**src/rtl/calc_disp_pkg.sv**
```systemverilog
// rtl/calc_disp_pkg.sv - op codes, glyph codes, states and segment patterns for calc_result_display
package calc_disp_pkg;

    typedef enum logic [1:0] {
        OP_ADD = 2'b00,
        OP_SUB = 2'b01,
        OP_MUL = 2'b10,
        OP_DIV = 2'b11
    } opCode_t;

    typedef enum logic [1:0] {
        ST_IDLE = 2'd0,
        ST_SHOW = 2'd1,
        ST_ERR  = 2'd2
    } dispState_t;

    // Numeric glyph codes equal their digit value so a value maps directly to a code.
    localparam logic [3:0] GL_0     = 4'd0;
    localparam logic [3:0] GL_1     = 4'd1;
    localparam logic [3:0] GL_2     = 4'd2;
    localparam logic [3:0] GL_3     = 4'd3;
    localparam logic [3:0] GL_4     = 4'd4;
    localparam logic [3:0] GL_5     = 4'd5;
    localparam logic [3:0] GL_6     = 4'd6;
    localparam logic [3:0] GL_7     = 4'd7;
    localparam logic [3:0] GL_8     = 4'd8;
    localparam logic [3:0] GL_9     = 4'd9;
    localparam logic [3:0] GL_DASH  = 4'd10;
    localparam logic [3:0] GL_E     = 4'd11;
    localparam logic [3:0] GL_R     = 4'd12;
    localparam logic [3:0] GL_BLANK = 4'd13;

    // Active-low segments, bit order {g,f,e,d,c,b,a}.
    localparam logic [6:0] SEG_0     = 7'h40;
    localparam logic [6:0] SEG_1     = 7'h79;
    localparam logic [6:0] SEG_2     = 7'h24;
    localparam logic [6:0] SEG_3     = 7'h30;
    localparam logic [6:0] SEG_4     = 7'h19;
    localparam logic [6:0] SEG_5     = 7'h12;
    localparam logic [6:0] SEG_6     = 7'h02;
    localparam logic [6:0] SEG_7     = 7'h78;
    localparam logic [6:0] SEG_8     = 7'h00;
    localparam logic [6:0] SEG_9     = 7'h10;
    localparam logic [6:0] SEG_DASH  = 7'h3F;
    localparam logic [6:0] SEG_E     = 7'h06;
    localparam logic [6:0] SEG_R     = 7'h2F;
    localparam logic [6:0] SEG_BLANK = 7'h7F;

endpackage

```
**src/rtl/seg7_glyph_rom.sv**
```systemverilog
// rtl/seg7_glyph_rom.sv - combinational glyph code to active-low 7-segment pattern
module seg7_glyph_rom
    import calc_disp_pkg::*;
(
    input  logic [3:0] glyph,
    output logic [6:0] segN
);

    always_comb begin
        segN = SEG_BLANK;
        case (glyph)
            GL_0:    segN = SEG_0;
            GL_1:    segN = SEG_1;
            GL_2:    segN = SEG_2;
            GL_3:    segN = SEG_3;
            GL_4:    segN = SEG_4;
            GL_5:    segN = SEG_5;
            GL_6:    segN = SEG_6;
            GL_7:    segN = SEG_7;
            GL_8:    segN = SEG_8;
            GL_9:    segN = SEG_9;
            GL_DASH: segN = SEG_DASH;
            GL_E:    segN = SEG_E;
            GL_R:    segN = SEG_R;
            default: segN = SEG_BLANK;
        endcase
    end

endmodule

```
**src/rtl/calc_result_display.sv**
```systemverilog
// rtl/calc_result_display.sv - ALU result capture and 4-digit multiplexed display; BLINK_ERR_EN blinks the error pattern
module calc_result_display
    import calc_disp_pkg::*;
#(
    parameter int SCAN_DIV  = 50000,
    parameter int SCAN_W    = 16,
    parameter int BLINK_DIV = 64
) (
    input  logic       clk,
    input  logic       rst,
    input  logic [3:0] res_in,
    input  logic       flag_in,
    input  logic [1:0] op_in,
    input  logic       cap_strobe,
    input  logic       clear,
    output logic [6:0] seg_n,
    output logic [3:0] an_n,
    output logic       err_out
);

    logic [SCAN_W-1:0] prescaler;
    logic [1:0]        idx;
    logic [1:0]        idxNext;
    logic              scanWrap;

    logic              capValid;
    logic [3:0]        capRes;
    logic              capFlag;
    opCode_t           capOp;

    dispState_t        state;
    dispState_t        stateNext;
    dispState_t        capState;
    logic [3:0][3:0]   glyphReg;
    logic [3:0][3:0]   glyphNext;
    logic [3:0][3:0]   capGlyph;
    logic [3:0]        mag;
    logic              isErr;

    logic [6:0]        segNext;
    logic [3:0]        anNext;
    logic              blankAll;

    // Scan prescaler and digit index
    assign scanWrap = (prescaler == SCAN_W'(SCAN_DIV - 1));
    assign idxNext  = scanWrap ? idx + 2'd1 : idx;

    always_ff @(posedge clk) begin
        if (rst) begin
            prescaler <= '0;
            idx       <= 2'd0;
        end else begin
            prescaler <= scanWrap ? '0 : prescaler + SCAN_W'(1);
            idx       <= idxNext;
        end
    end

    // The capture stage holds the strobed bus; a same-cycle clear discards it.
    always_ff @(posedge clk) begin
        if (rst) begin
            capValid <= 1'b0;
            capRes   <= 4'd0;
            capFlag  <= 1'b0;
            capOp    <= OP_ADD;
        end else begin
            capValid <= cap_strobe && !clear;
            if (cap_strobe) begin
                capRes  <= res_in;
                capFlag <= flag_in;
                capOp   <= opCode_t'(op_in);
            end
        end
    end

    always_comb begin
        capGlyph = {GL_BLANK, GL_BLANK, GL_BLANK, GL_BLANK};
        capState = ST_SHOW;
        mag      = capRes;
        isErr    = 1'b0;
        case (capOp)
            OP_DIV: begin
                if (capFlag) begin
                    isErr = 1'b1;
                end else begin
                    capGlyph[2] = GL_0 + {2'b00, capRes[1:0]};
                    capGlyph[1] = GL_R;
                    capGlyph[0] = GL_0 + {2'b00, capRes[3:2]};
                end
            end
            OP_SUB: begin
                if (capRes[3]) begin
                    mag         = 4'(~capRes + 4'd1);
                    capGlyph[1] = GL_DASH;
                end
                capGlyph[0] = GL_0 + mag;
                isErr       = (mag > 4'd9);
            end
            default: begin
                capGlyph[0] = GL_0 + mag;
                isErr       = (mag > 4'd9);
            end
        endcase
        if (isErr) begin
            capGlyph = {GL_E, GL_R, GL_R, GL_BLANK};
            capState = ST_ERR;
        end
    end

    always_comb begin
        stateNext = state;
        glyphNext = glyphReg;
        if (clear) begin
            stateNext = ST_IDLE;
            glyphNext = {GL_DASH, GL_DASH, GL_DASH, GL_DASH};
        end else if (capValid) begin
            stateNext = capState;
            glyphNext = capGlyph;
        end
    end

    always_ff @(posedge clk) begin
        if (rst) begin
            state    <= ST_IDLE;
            glyphReg <= {GL_DASH, GL_DASH, GL_DASH, GL_DASH};
            err_out  <= 1'b0;
        end else begin
            state    <= stateNext;
            glyphReg <= glyphNext;
            err_out  <= (stateNext == ST_ERR);
        end
    end

`ifdef BLINK_ERR_EN
    localparam int BLINK_W = (BLINK_DIV > 1) ? $clog2(BLINK_DIV) : 1;

    logic [BLINK_W-1:0] blinkCnt;
    logic [BLINK_W-1:0] blinkCntNext;
    logic               phase;
    logic               phaseNext;

    // Entering ERR restarts the blink so the error pattern first appears lit.
    always_comb begin
        blinkCntNext = blinkCnt;
        phaseNext    = phase;
        if (stateNext == ST_ERR && state != ST_ERR) begin
            blinkCntNext = '0;
            phaseNext    = 1'b0;
        end else if (scanWrap) begin
            if (blinkCnt == BLINK_W'(BLINK_DIV - 1)) begin
                blinkCntNext = '0;
                phaseNext    = ~phase;
            end else begin
                blinkCntNext = blinkCnt + BLINK_W'(1);
            end
        end
    end

    always_ff @(posedge clk) begin
        if (rst) begin
            blinkCnt <= '0;
            phase    <= 1'b0;
        end else begin
            blinkCnt <= blinkCntNext;
            phase    <= phaseNext;
        end
    end

    assign blankAll = (stateNext == ST_ERR) && phaseNext;
`else
    logic unusedBlinkDiv;
    assign unusedBlinkDiv = ^BLINK_DIV;
    assign blankAll       = 1'b0;
`endif

    // Segments and anodes both look up the next index so they switch together.
    seg7_glyph_rom u_rom (
        .glyph (glyphReg[idxNext]),
        .segN  (segNext)
    );

    assign anNext = blankAll ? 4'hF : ~(4'b0001 << idxNext);

    always_ff @(posedge clk) begin
        if (rst) begin
            seg_n <= SEG_BLANK;
            an_n  <= 4'hF;
        end else begin
            seg_n <= segNext;
            an_n  <= anNext;
        end
    end

endmodule

```
**config.mk**
```make
export PLATFORM = sky130hd
export DESIGN_NAME = calc_result_display
export DESIGN_NICKNAME = d
export VERILOG_FILES = /design/src/rtl/calc_disp_pkg.sv /design/src/rtl/seg7_glyph_rom.sv /design/src/rtl/calc_result_display.sv
export SDC_FILE = /design/constraint.sdc
export NUM_CORES = 1
export LEC_CHECK = 0
export CAP_MARGIN = 15
export CORE_MARGIN = 4
export CORE_UTILIZATION = 61
export CTS_BUF_LIST = sky130_fd_sc_hd__clkbuf_16
export CTS_CLUSTER_SIZE = 28
export DETAILED_ROUTE_END_ITERATION = 8
export MAX_ROUTING_LAYER = met4
export PLACE_DENSITY = 0.84
export SLEW_MARGIN = 20
export SYNTH_ARGS = -nofsm -noshare
export SYNTH_HDL_FRONTEND = slang
export SYNTH_SLANG_ARGS = --single-unit
```
**constraint.sdc**
```tcl
create_clock -name clk -period 8 [get_ports clk]
set_clock_uncertainty 0.05 [all_clocks]
set_input_delay 2 -clock clk [delete_from_list [all_inputs] [get_ports clk]]
set_output_delay 2 -clock clk [all_outputs]
set_load 0.03 [all_outputs]
```
==> run summary, run 1 <==
status: finished, final reports clean
Final #Nets: 328
top area contributor share: 42.81%
M2 GR Usage: 34.28%
Setup TNS: 0 ns
post-layout minimum cycle time: 3.643 ns
crit path DAT: 3.75 ns
Tool Warnings: 32
CTS tree: built
final setup fails: 0
Worst-Margin Slew: 0.8046 ns
register share of total power: 53.9%
clock-cell share of area: 4.776%
Initial Util: 63.12%
area of the core: 0.004000 mm^2
met3 Track Usage GR: 4.155%
Flops: 54
Worst setup SP type: input pin
Comb gates: 210
Final GP Congestion: 0.8250
leakage: 1.147 nW
fmax: 274.5 MHz
Area growth syn-to-layout: 14.12%
die width: 72.34 um
worst r2r src: prescaler[4]$_SDFF_PP0_
PnR worst setup slack: 4.357 ns
Sw Share: 22.35%
number of detailed-route iterations in the first pass: 4
CTS clk-pin slew, worst paths: 0.06 ns
multi-input gate share of total cell area: 45.94%
Synth Net Count: 312
Flops after synth: 54
Clk pwr share: 38.4%
well tap count: 50
Int Pwr: 0.4078 mW
Max Used Layer: met4
Area-dominant class: multi-input combinational cells
Insertion Delay late pin: 0.28 ns
Main synth FF type: dfxtp_1
first-pass GRT wire length: 8142 um
Setup Buffers After CTS: 0
die area: 0.005232 mm^2
non-clock inverter count: 15
cell area power density: 182.3 mW/mm^2
metal2 WL: 2330 um
sequential-to-total area share from yosys stat: 42.81%
Commonest Layout Cell: dfxtp_1
Sink Count: 54
most used routing layer: met2
initial drt markers: 123
buffers and inverters on the worst path: 1
max-slew violations: 0
Final Hold Viols: 0
Post-DRT Antenna Nets: 0
Hold Path Sink: prescaler[0]$_SDFF_PP0_
placed cells: 351
crit path DRT: 8.10 ns
Setup crit end kind: flop
crit-path cells: clkdlybuf4s50_1 -> or2_2 -> a21oi_1 -> o21ai_0
setup slack, reg-to-reg: 4.37 ns
htree depth: 2
max-cap check violation count: 0
initial antenna violation count: 0
post-synthesis instance total: 292
Non-clk bufs: 22
cycle use final: 45.54%
Layout fillers: 321
relative slew slack: 46.19%
combinational power share: 7.7%
total gr overflow: 0
critical setup path kind: in2reg
Syn Std Cell Area: 0.002525 mm^2
Async SR Flop Fraction: 0%
top-count cell post-synth: dfxtp_1
syn avg cell area: 8.647 um^2
cell family with most CP delay: buffers and inverters
Hold Path Depth: 1
logic area: 0.001324 mm^2
RR Endpoint: seg_n[5]$_SDFF_PP1_
CP max stage delay: 0.82 ns
Cell Type Count: 45
Switch Pwr: 0.1174 mW
routed wl met3: 224 um
I/O pin cnt: 23
most frequent cells after synthesis: 54 x dfxtp_1, 46 x nor2_1, 25 x nand2_1
dpl ws: 4.077 ns
Met1 Wirelength: 2150 um
vias in the first global route: 1892
yosys cell count: 292
total power: 0.5252 mW
Die H: 72.34 um
Peak VDD IR: 0.1679 mV
Vias/cell: 5.557
Root Buffer: clkbuf_16
RSZ-0062 raised after global routing: false
R2R cell count: 8
Yosys Warn Count: 0
Crit-path slowest cell: clkdlybuf4s50_1
routing usage on met1: 23.27%
Non-Filler Instances: 359
Non-clock buffer share: 7.642%
drt drc: 0
Clock buffer cells: 5
Post-synth EDFFs: 0
Hold WC Path Type: reg2reg
ant diodes: 0
# port buffers: 22
Hold Crit Start: prescaler[0]$_SDFF_PP0_
Worst Path Max Fanout: 23
pin count of the biggest net entering global routing: 24
total CTS buffers: 5
commonest non-fill, non-tap cells in the layout: 54 x dfxtp_1, 46 x nor2_1, 25 x nand2_1
Hold-fix buffers, CTS: 0
biggest area cells: dfxtp_1 43%, nor2_1 6.8%, mux2i_1 5.9%
Post-CTS Resized: 0
DP HPWL: 3414 um
layout cells sized above 1: 4.854%
yosys synthesis chip area: 0.002525 mm^2
clk buf depth: 2
cell type with the largest total area: dfxtp_1
run 1: logic make-up after synthesis:
kind of cell / after synthesis / synth area share (%)
buf+inv: 28 / 4.757
simple gates: 114 / 21.11
fa+ha+maj: 9 / 4.460
flops: 54 / 42.81
xor+xnor: 13 / 5.253
mux: 18 / 7.383
compound gates: 56 / 14.22
run 1: power groups by stage:
stage	Sequential, mW	Combinational, mW	Clock [mW]
2_1_floorplan	0.289	0.0266	0
3_3_place_gp	0.289	0.0390	0
3_5_place_dp	0.289	0.0402	0
4_1_cts	0.283	0.0408	0.206
5_1_grt	0.284	0.0444	0.217
6_report	0.283	0.0405	0.202
run 1: worst max-delay path by stage:
stage | start | depth (start not counted) | slack, ns | end
after detailed placement | rst | 4 | 4.08 | glyphReg[13]$_SDFFE_PP1P_
after CTS | prescaler[4]$_SDFF_PP0_ | 8 | 4.35 | seg_n[5]$_SDFF_PP1_
after global routing | prescaler[4]$_SDFF_PP0_ | 8 | 4.20 | seg_n[5]$_SDFF_PP1_
final | rst | 4 | 4.36 | glyphReg[13]$_SDFFE_PP1P_
after floorplan | prescaler[4]$_SDFF_PP0_ | 9 | 4.91 | seg_n[5]$_SDFF_PP1_
after global placement | rst | 4 | 4.10 | glyphReg[13]$_SDFFE_PP1P_
run 1: flip-flops by register name, indices dropped and copies added, names as in the netlist:
register and flops:
capValid 1, capOp 2, state 2, idx 2, capRes 4, capFlag 1
err_out 1, seg_n 7, glyphReg 14, an_n 4, prescaler 16
run 1: through the flow:
step | hold slack, ns | utilization (%) | instance area, um^2
6_report | 0.4023 | 72.04 | 2882
5_1_grt | 0.4397 | 72.04 | 2882
4_1_cts | 0.4036 | 72.04 | 2882
3_5_place_dp | 0.3887 | 68.60 | 2744
3_3_place_gp | 0.3774 | 68.60 | 2744
2_1_floorplan | 0.3675 | - | 2525
run_1/placement_by_type.png
Fill, decap, tap and diode cells in gray.
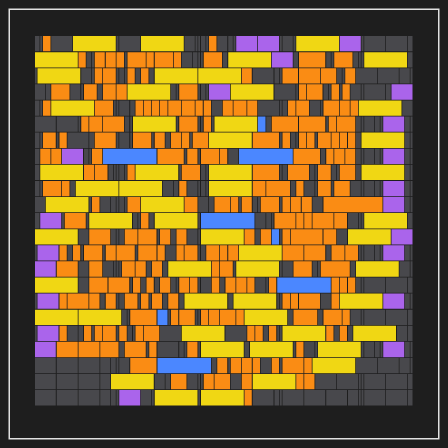
class	color	cells
other buffers and delay cells	purple	22
clock drivers and dummy loads	blue	8
flops	yellow	54
combinational and other logic	orange	225
fin area: 0.002882 mm^2
Std-Cell Rows: 23

run_1/metal_density.png
Scale bar: 20 um. The die is cut into 14 by 14 equal tiles; black is low, pale yellow is high, scaled to the fullest tile. Values are wire area over tile area, all layers added.
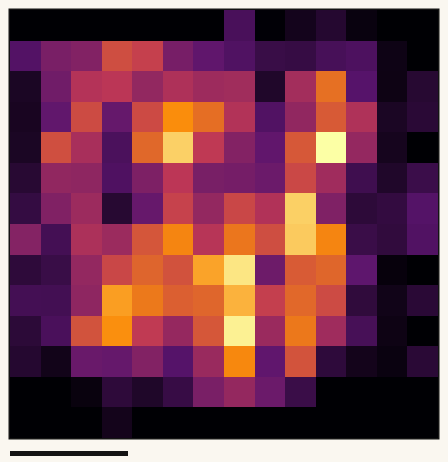
tiles over half the peak	24%
mean over tiles	0.14
nearly empty tiles	17%
densest ninth of the die	center
emptiest ninth of the die	south-east
drt wl/cell: 13.24 um
DR vias: 1995
GRT Overall Usage: 19.90%
WL final: 4752 um

run_1/flops_by_reg.png
Other sequential cells in the stronger gray, the rest of the logic in the fainter gray.
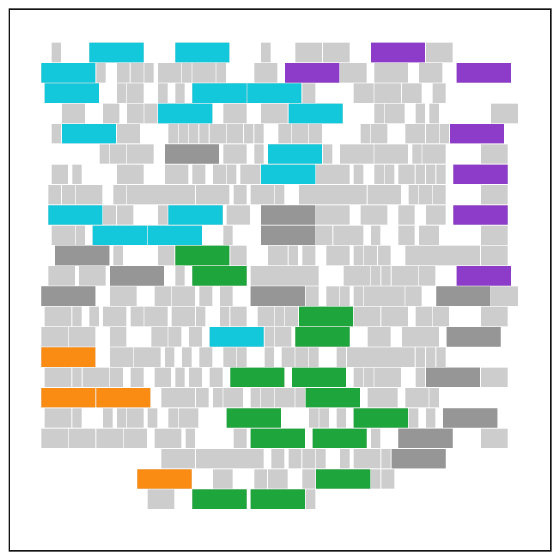
signal	color	sequential cells
glyphReg	green	14
seg_n	purple	7
capRes	orange	4
prescaler	cyan	16
not colored	13
utilization after layout: 72.04%
FF/Latch Area: 0.001081 mm^2
sequential cell power: 0.283 mW
Seq area share: 37.52%

==> run 2: changes to the inputs <==
CORE_UTILIZATION = 57   (was 61)
PLACE_DENSITY = 0.79   (was 0.84)
clock period = 3.4 ns   (was 8 ns; I/O delays follow)
==> run 2 against run 1 <==
Net effect: worst setup slack got worse by 4.1 ns; sequential power increased by 140%; area after synthesis did not move; synthesized cell count unchanged; critical path depth grew 5.
==> run summary, run 2 <==
Layout fillers: 323
initial drt markers: 139
htree depth: 2
Peak VDD IR: 0.3142 mV
Final Hold Viols: 0
buffers and inverters on the worst path: 2
critical setup path kind: reg2reg
Post-DRT Antenna Nets: 0
first-pass GRT wire length: 8231 um
sequential-to-total area share from yosys stat: 42.81%
cell area power density: 455.4 mW/mm^2
most used routing layer: met2
I/O pin cnt: 23
Die H: 74.56 um
relative slew slack: 60.65%
top flop regs: prescaler: 16 flops, glyphReg: 14 flops, seg_n: 7 flops
Final #Nets: 335
Setup Buffers After CTS: 0
CTS clk-pin slew, worst paths: 0.07 ns
Yosys Warn Count: 0
dpl ws: 0.1488 ns
most frequent cells after synthesis: 54 x dfxtp_1, 46 x nor2_1, 25 x nand2_1
Setup crit end kind: flop
Post-CTS Resized: 0
area of the core: 0.004144 mm^2
total CTS buffers: 5
register with the most flip-flops: prescaler
initial antenna violation count: 0
routing usage on met1: 23.77%
number of detailed-route iterations in the first pass: 4
max-slew violations: 0
top-count cell post-synth: dfxtp_1
Final Hold Slack: 0.4005 ns
RSZ-0062 raised after global routing: false
CP max stage delay: 0.61 ns
# port buffers: 22
PnR worst setup slack: 0.2155 ns
Syn Std Cell Area: 0.002525 mm^2
top area contributor share: 42.81%
cell type with the largest total area: dfxtp_1
Hold WC Path Type: reg2reg
fin area: 0.002974 mm^2
met3 Track Usage GR: 5.135%
crit path DRT: 3.54 ns
Vias/cell: 5.590
total power: 1.354 mW
drt drc: 0
post-synthesis instance total: 292
cell family with most CP delay: simple AND/OR/NAND/NOR gates
Setup TNS: 0 ns
fmax: 314.0 MHz
Final GP Congestion: 0.8156
Initial Util: 60.93%
Async SR Flop Fraction: 0%
syn avg cell area: 8.647 um^2
M2 GR Usage: 31.80%
Std-Cell Rows: 23
flip-flop count of the largest register after layout: 16
Worst Path Max Fanout: 6
cycle use final: 93.66%
Flops after synth: 54
CTS tree: built
Non-Filler Instances: 366
yosys cell count: 292
layout cells sized above 1: 7.911%
crit path DAT: 3.32 ns
Root Buffer: clkbuf_16
post-layout minimum cycle time: 3.184 ns
crit-path cells: or4b_1 -> or4_4 -> buf_4 -> mux2i_1 -> o221ai_1 -> ha_1 -> inv_1 -> or3_1 -> a21o_1
Insertion Delay late pin: 0.29 ns
status: finished, final reports clean
Worst setup SP type: flop
Post-synth EDFFs: 0
Cell Type Count: 45
total gr overflow: 0
final setup fails: 0
Main synth FF type: dfxtp_1
Hold-fix buffers, CTS: 0
die width: 74.56 um
Sink Count: 54
ant diodes: 0
[run 2: netlist changes by cell type in the layout (fill, tap and decap cells not counted), sizes merged]
| cell | previous run | this run |
|---|---|---|
| clkinvlp | 0 | 1 |
| bufinv | 0 | 1 |
| clkinv | 3 | 1 |
| buf | 0 | 7 |
[run 2: where the power goes]
| group | internal [mW] | switching [mW] |
|---|---|---|
| clock network | 0.353 | 0.239 |
| registers | 0.648 | 0.0174 |
| logic | 0.0457 | 0.0507 |
[run 2: layout make-up]
cell class	count	area, um^2	area share (%)
Inverter	15	56.30	1.893
Clock buffer	5	125.1	4.207
Timing Repair Buffer	29	272.8	9.171
Tap cell	50	62.56	2.103
Multi-Input combinational cell	210	1328	44.64
Clock inverter	3	48.80	1.641
Sequential cell	54	1081	36.35
[run 2: logic make-up after synthesis]
logic type	after synthesis	share of synthesized area (%)
flops	54	42.81
xor+xnor	13	5.253
compound gates	56	14.22
mux	18	7.383
fa+ha+maj	9	4.460
buf+inv	28	4.757
simple gates	114	21.11
[run 2: worst paths after layout]
path / startpoint / to / slack (ns) / cells past startpoint
max: prescaler[12]$_SDFF_PP0_ / seg_n[3]$_SDFF_PP1_ / 0.22 / 9
min: prescaler[0]$_SDFF_PP0_ / prescaler[0]$_SDFF_PP0_ / 0.40 / 1
max reg2reg: prescaler[12]$_SDFF_PP0_ / seg_n[3]$_SDFF_PP1_ / 0.22 / 9
min reg2reg: prescaler[0]$_SDFF_PP0_ / prescaler[0]$_SDFF_PP0_ / 0.40 / 1
[run 2: per-layer routing]
| layer | vias to the layer above | part of all wire (%) |
|---|---|---|
| li1 | 1048 | - |
| met1 | 944 | 46 |
| met2 | 44 | 48 |
| met3 | 10 | 4.0 |
| met4 | 0 | 1.7 |
| met5 | - | 0 |
run_2/wires.png
Scale bar: 20 um. Two of the layers only.
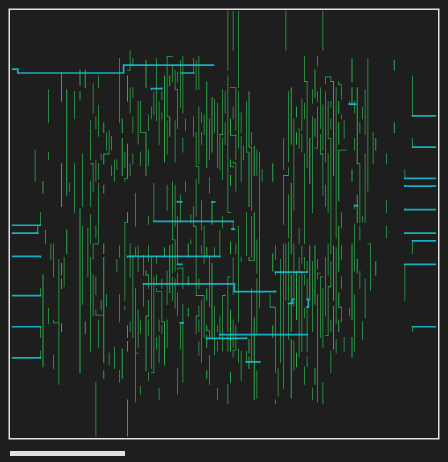
layer	color	wire length
metal 2	green	2410 um
metal 3	cyan	203 um
drt wl/cell: 13.65 um
GRT Overall Usage: 19.68%
WL final: 4997 um
DR vias: 2046

run_2/flops_by_reg.png
Other sequential cells in the stronger gray, the rest of the logic in the fainter gray.
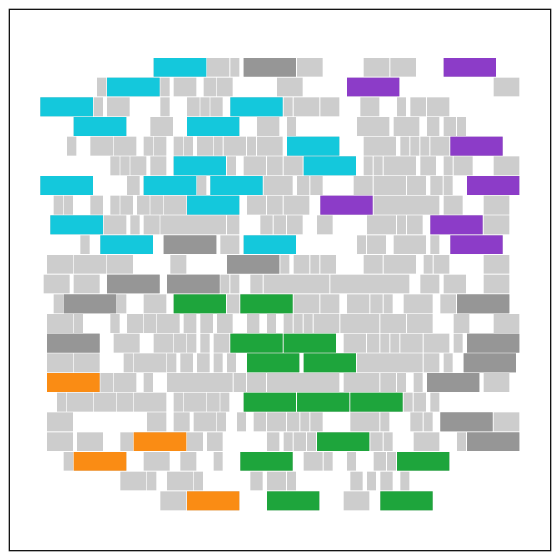
signal	color	sequential cells
seg_n	purple	7
glyphReg	green	14
capRes	orange	4
prescaler	cyan	16
not colored	13
sequential cell power: 0.666 mW
utilization after layout: 71.77%
Seq area share: 36.35%

Power and IR drop assume default switching activity.
